**Run 1: port wiring**

Bar = 50 microns.
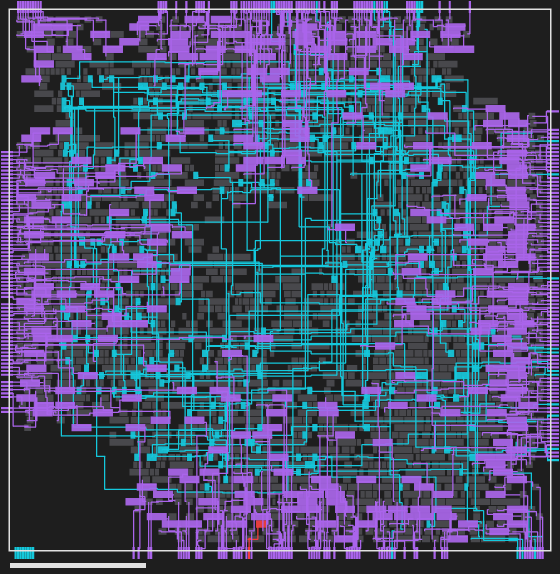
**Run 1: cell placement**

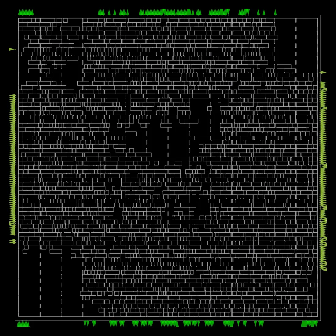
**Run 1: drive-strength map**

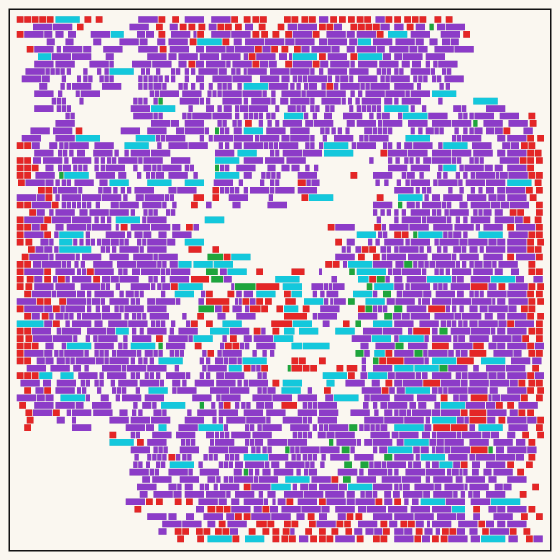
**Run 1: signal wires by layer**

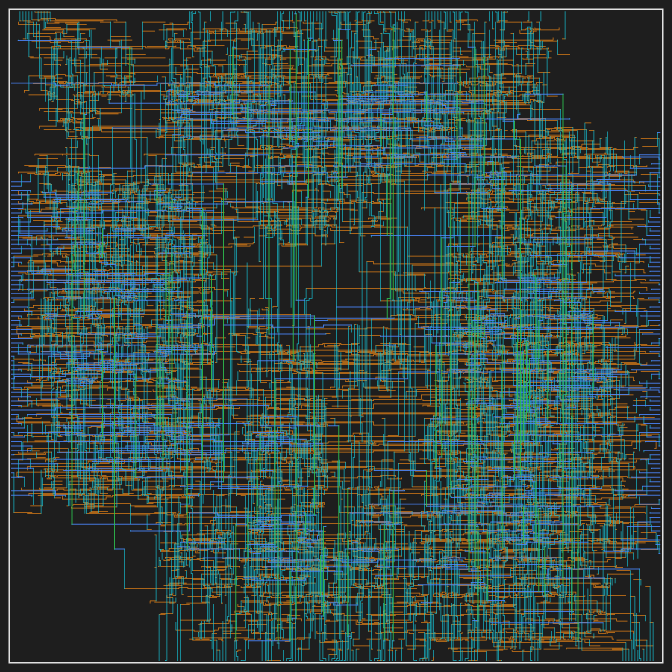
Design wgt_pingpong_buf, sky130hd; sources not shown.
==> results.ini, run 1 <==
[placed_design]
dp.final_hpwl_microns = 40500
placedCellCount = 2671
place_congestion = 0.808

[logic_synthesis]
avgSynthCellArea_sq_um = 10.1
synth_top_area_share_pct = 58.4
netlist_area_sq_um = 19900
yosys_warnings = 0
yosysCellCount = 1978
postSynthSeqShare_pct = 58.4
yosysChipArea_sq_um = 19900
edf_count = 0
async_reset_ff_share_pct = 0

[pwr]
switching_share_pct = 23.1
powerDensity_nw_per_um2 = 1010
power_leakage_uw = 0.0100
power.share.clock_pct = 44.9
pwr-share-seq_pct = 50.0
switchingPower_uw = 5980
p_int_uw = 19900

[sta]
max_freq_mhz = 552
setup_violations = 2
min_period_over_period_pct = 101
fin_ws_ns = -0.0113

[cells_and_area]
final_nets = 2276
syn_to_final_growth_pct = 28.4
mostFrequentLayoutCells = dfxtp_1, buf_4, a22o_1

[flow_run]
max_cap_viol_count = 0

[worst_setup_path]
cp-end-kind = flop
cp.arrival_ns = 2.32
worstPathMaxFanout = 6

[die]
die_area_sq_um = 39200
die_w_microns = 198

[drt]
ant_nets = 0
drc_errors = 0
wire_per_inst_microns = 24.2

[run_status]
status = finished with violations
violations = negative setup slack

[worst_hold_path]
hold_class = primary input to flop

[cts]
clk_pin_slew_ns = 0.07
htree_levels = 2

-- 'port wiring' (at the start) --
- purple: wgt_out (direction output; edge 79 right, 74 top, 68 bottom, 67 left; end cells 288; buffers 288; wire 11500 microns)
- cyan: in_data (direction input; edge 12 bottom, 11 right, 9 top; end cells 252; buffers 58; wire 12300 microns)
- red: in_ready (direction output; edge bottom; end cells 1; buffers 1; wire 13.3 microns)
PortBufs: 318
number of placed I/O pins: 327

-- 'cell placement' (at the start) --
flop count: 582
Finished Layout Cells: 2793
core area: 37400 sq um
Util after Layout: 68.5%

-- 'drive-strength map' (at the start) --
- purple: drive 1 or less (cells 1716)
- cyan: drive 6 and up (cells 124)
- green: drive 2 (cells 42)
- red: drive 3 to 4 (cells 398)
Non-clk bufs: 441
worst setup margin: -0.0113 ns
final instance area: 25600 sq um

-- 'signal wires by layer' (at the start) --
- blue: met3 (wire length 7710 microns)
- cyan: met2 (wire length 30.4 mm)
- orange: met1 (wire length 25.9 mm)
- green: met4 (wire length 3480 microns)
via count: 18.0k
GRT Total Usage: 32.1%

-- run 1: per-layer routing --
metal	wire length [microns]	track usage [%]
met1	25900	42.9
met2	30400	49.3
met3	7710	6.69
met4	3480	16.8
met5	0	0
-- run 1: power by group through the flow --
stage          logic, uW  clock network [uW]  registers, uW
6_report            1310               11600          13000
3_3_place_gp        1210                   0          13200
3_5_place_dp        1230                   0          13300
2_1_floorplan        644                   0          13200
5_1_grt             1340               12200          13000
4_1_cts             1240               11700          13000
-- run 1: final cells by class --
cell class	instances	area, sq um	area share [%]
multi-input combinational	1153	7470	29.2
clock buffer	74	1560	6.08
tap	511	639	2.50
antenna	2	5.00	0.0195
sequential	582	11700	45.5
clock inverter	26	255	0.997
inverter	4	15.0	0.0586
timing repair buffer	441	4010	15.7
-- run 1: metrics by stage --
| stage | util, % | hold WS [ns] | power (uW) | setup WS (ns) | setup TNS [ns] |
|---|---|---|---|---|---|
| after floorplan | - | 0.325 | 13900 | 0.0712 | 0 |
| after CTS | 67.6 | 0.0418 | 25900 | -0.0521 | -0.0521 |
| after detailed placement | 62.3 | 0.454 | 14500 | -0.0952 | -10.70 |
| after global placement | 62.3 | 0.448 | 14500 | -0.0613 | -6.84 |
| after global routing | 68.5 | 0.0846 | 26500 | -0.0490 | -0.261 |
| final | 68.5 | 0.0720 | 25900 | -0.0113 | -0.0118 |
-- run 1: synth_stat cells (2+ instances only) --
| master | n |
|---|---|
| nor2_1 | 6 |
| buf_1 | 17 |
| clkbuf_1 | 133 |
| and3b_1 | 2 |
| nand2_1 | 11 |
| and3_1 | 15 |
| nor3_1 | 19 |
| inv_1 | 3 |
| a21oi_1 | 226 |
| buf_6 | 2 |
| nand3b_1 | 2 |
| a31o_2 | 29 |
| o21ai_0 | 252 |
| nand4bb_1 | 2 |
| o21ai_1 | 5 |
| nand3_1 | 222 |
| ha_1 | 4 |
| a22o_1 | 288 |
| buf_2 | 79 |
| nand2b_1 | 13 |
| buf_4 | 8 |
| nor2b_1 | 4 |
| o211ai_1 | 34 |
| and2_1 | 2 |
| dfxtp_1 | 582 |
| mux2i_1 | 2 |
| a31o_1 | 4 |
-- run 1: cell families (layout without fill, tap and decap cells) --
group	count (synthesis)	count (layout)	synth area share, %
multiplexers	2	2	0.100
flip-flops	582	582	58.4
other	0	2	0
buffers and inverters	243	545	5.29
AND-OR/OR-AND	838	838	27.5
AND/OR/NAND/NOR	309	309	8.44
adder cells (fa/ha/maj)	4	4	0.251
-- run 1: critical path, cell delays in order (launching register included) --
cell,delay (ns)
dfxtp_4,0.37
buf_8,0.12
buf_6,0.11
buf_6,0.11
nor4b_4,0.32
buf_4,0.21
nand2_8,0.08
clkbuf_16,0.18
a31o_4,0.21
-- run 1: repair_timing --
action	CTS	global route
hold buffers	1	0
endpoints found under the hold margin	3	0
gates resized	19	56
cloned	1	5
setup endpoints to repair	96	107
setup buffers	5	8
pin swaps	10	9
**Run 1: cell classes on the final placement**

Fill, decap, tap and diode cells in gray.
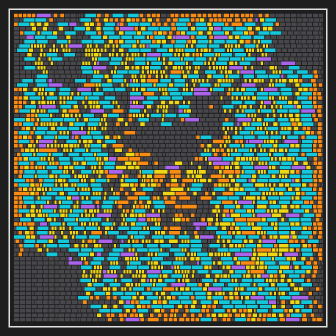

--- run 2 (diff from run 1) ---
--- a/config.mk
+++ b/config.mk
@@ -9,8 +9,6 @@
 export CORE_UTILIZATION = 53
 export DETAILED_ROUTE_END_ITERATION = 12
 export PLACE_DENSITY = 0.85
-export SETUP_SLACK_MARGIN = 0.05
-export SLEW_MARGIN = 20
 export SYNTH_ARGS = -nofsm -noshare
 export SYNTH_HDL_FRONTEND = slang
 export SYNTH_SLANG_ARGS = --single-unit
**Run 2: cell classes on the final placement**

Fill, decap, tap and diode cells in gray.
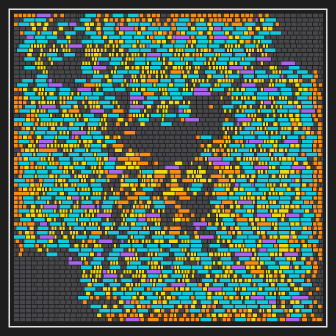
- yellow: all other logic (cells 1157; share of their area 30%)
- purple: clock drivers and dummy loads (cells 100; share of their area 7.3%)
- cyan: flops (cells 582; share of their area 47%)
- orange: other buffers and delay cells (cells 437; share of their area 16%)
Seq/total area: 45.8%
Rows: 71
Util after Layout: 68.0%
final instance area: 25400 sq um

**Run 2: cell placement**

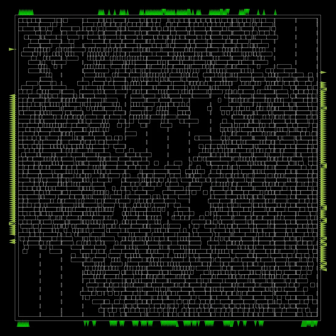
Filler Cells Inserted: 2675
Finished Layout Cells: 2788

==> run 2 against run 1 <==
The run still ends with negative setup slack left. Area after synthesis did not move. Cell count shrank 0.18%. Clock skew is 0.00065 ns lower. Clock power is essentially flat. Critical path type unchanged. Critical path depth did not move.
==> results.ini, run 2 <==
[sta]
setup_violations = 1  ; -1
worst_hold_slack_ns = 0.0733  ; +0.00124 ns
fin_ws_ns = -0.0139  ; -0.00262 ns
max_freq_mhz = 551  ; -0.14%
hold_violations = 0
min_period_over_period_pct = 101  ; +0.15 points

[drt]
top_layer_used = met4
met1Wirelength_microns = 25100  ; -3.0%
ant_nets = 0  ; unchanged
via_per_inst = 6.39
drt_iter0_markers = 2222
drc_errors = 0  ; unchanged
route.met2.wl_microns = 29700  ; -2.2%
met3RoutedLength_microns = 7980  ; +3.6%

[die]
die_w_microns = 198  ; unchanged
die_area_sq_um = 39200  ; unchanged
io_pins = 327  ; unchanged
core_area_sq_um = 37400  ; unchanged
fp_util_pct = 53.3

[worst_setup_path]
cp-end-kind = flop
worstPathMaxFanout = 6  ; unchanged
cp.arrival_ns = 2.32  ; about the same
r2r_slack_ns = -0.01

[logic_synthesis]
async_reset_ff_share_pct = 0  ; unchanged
fp_nets = 2018
yosys_most_used_dff = dfxtp_1
netlist_area_sq_um = 19900  ; unchanged
synth_top_area_share_pct = 58.4  ; unchanged
area_leaders = dfxtp_1, a22o_1, o21ai_0
yosysCellCount = 1978  ; unchanged
yosysChipArea_sq_um = 19900  ; unchanged
top_cells_by_count = dfxtp_1, a22o_1, o21ai_0
syn_inst = 1978
postSynthSeqShare_pct = 58.4  ; unchanged
avgSynthCellArea_sq_um = 10.1  ; unchanged
yosys_warnings = 0  ; unchanged
edf_count = 0  ; unchanged
yosysMostFrequentCell = dfxtp_1

[cells_and_area]
final_nets = 2272  ; -0.18%
mostFrequentLayoutCells = dfxtp_1, buf_4, a22o_1
syn_to_final_growth_pct = 27.6

[pwr]
power_leakage_uw = 0.00992  ; -0.74%
powerDensity_nw_per_um2 = 1020  ; +0.59%

[worst_hold_path]
hold_class = primary input to flop

[placed_design]
dp.final_hpwl_microns = 40500  ; unchanged
placedCellCount = 2671  ; unchanged
io_buffer_count = 318  ; unchanged
place_congestion = 0.808  ; unchanged

[flow_run]
max_cap_viol_count = 0  ; unchanged

[run_status]
status = finished with violations
violations = negative setup slack

[cts]
htree_levels = 2  ; unchanged
clk_pin_slew_ns = 0.07  ; about the same

**Run 2: signal wires by layer**

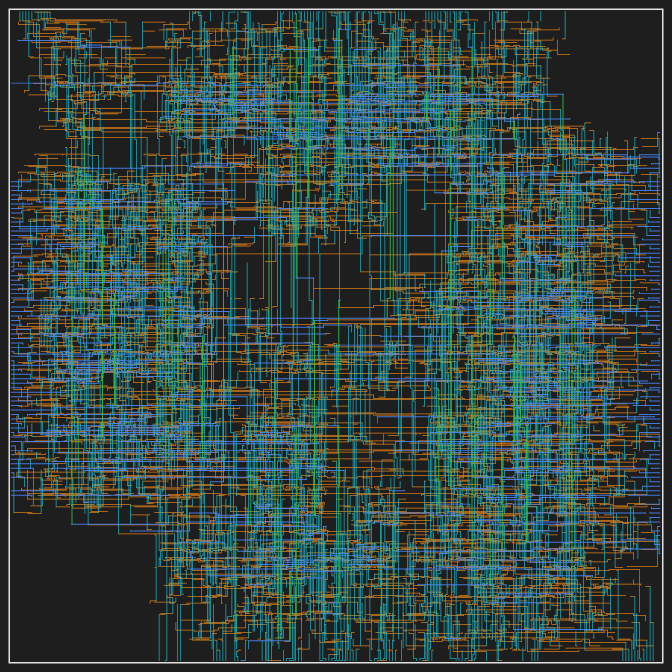
GRT Total Usage: 32.1%
via count: 17.8k
Final Routed Wirelength: 66200 microns
DR WL/cell: 23.8 microns

## run 2: cell counts after synthesis
Identical to the previous run, type by type.
## run 2: where the power goes
part | internal, uW | switching (uW) | total (uW) | leakage (uW)
Combinational | 363 | 917 | 1280 | 0.00434
Clock | 6650 | 5010 | 11700 | 0.000895
Sequential | 12900 | 38.5 | 13000 | 0.00469
Total | 19900 | 5970 | 25900 | 0.00992
## run 2: area by class of cell
cell class / instances / area (sq um)
diodes: 1 / 2.50
well taps: 511 / 639
fillers: 2675 / 12000
clock inverters: 26 / 255
multi-input cells: 1153 / 7390
repair buffers: 437 / 3930
flip-flops and latches: 582 / 11700
clock buffers: 74 / 1560
inverters: 4 / 15.0
## run 2: stage by stage
stage	utilization, %	total power, uW	cell area (sq um)	TNS, ns	worst slack (ns)
6_report	68.0	25900	25400	-0.0139	-0.0139
4_1_cts	67.4	25900	25200	-0.0521	-0.0521
2_1_floorplan	-	13900	20000	0	0.0712
3_5_place_dp	62.3	14500	23300	-10.70	-0.0952
5_1_grt	68.0	26500	25400	-0.518	-0.0555
3_3_place_gp	62.3	14500	23300	-6.84	-0.0613
## run 2: layer usage
metal | global-route usage (%) | up-vias
met5 | 0 | -
met4 | 16.5 | 0
met3 | 6.93 | 218
met2 | 49.0 | 1221
met1 | 42.8 | 8585
li1 | - | 7790
## run 2: cells by family (layout without fill, tap and decap cells)
family | after synthesis | in the layout | synth area share [%]
compound gates | 838 | 838 | 27.5
flops | 582 | 582 | 58.4
simple gates | 309 | 309 | 8.44
buf+inv | 243 | 541 | 5.29
fa+ha+maj | 4 | 4 | 0.251
mux | 2 | 2 | 0.100
other cells | 0 | 1 | 0
## run 2: critical path, cell delays in order, from the launching register on
cell and delay (ns):
dfxtp_4 0.37, buf_8 0.12, buf_6 0.11, buf_6 0.11, nor4b_4 0.33, buf_4 0.21
nand2_8 0.08, clkbuf_16 0.17, a31o_4 0.21
## run 2: repair_timing
action                                  in CTS  in global routing
resized                                      5                 23
pin swaps                                    1                 11
buffers inserted                             5                  6
hold endpoints to repair                     3                  0
gates cloned                                 1                  3
endpoints found under the setup margin      11                 45
hold buffers                                 1                  0
Power figures rest on the tool's default switching activity, not on a simulated workload.
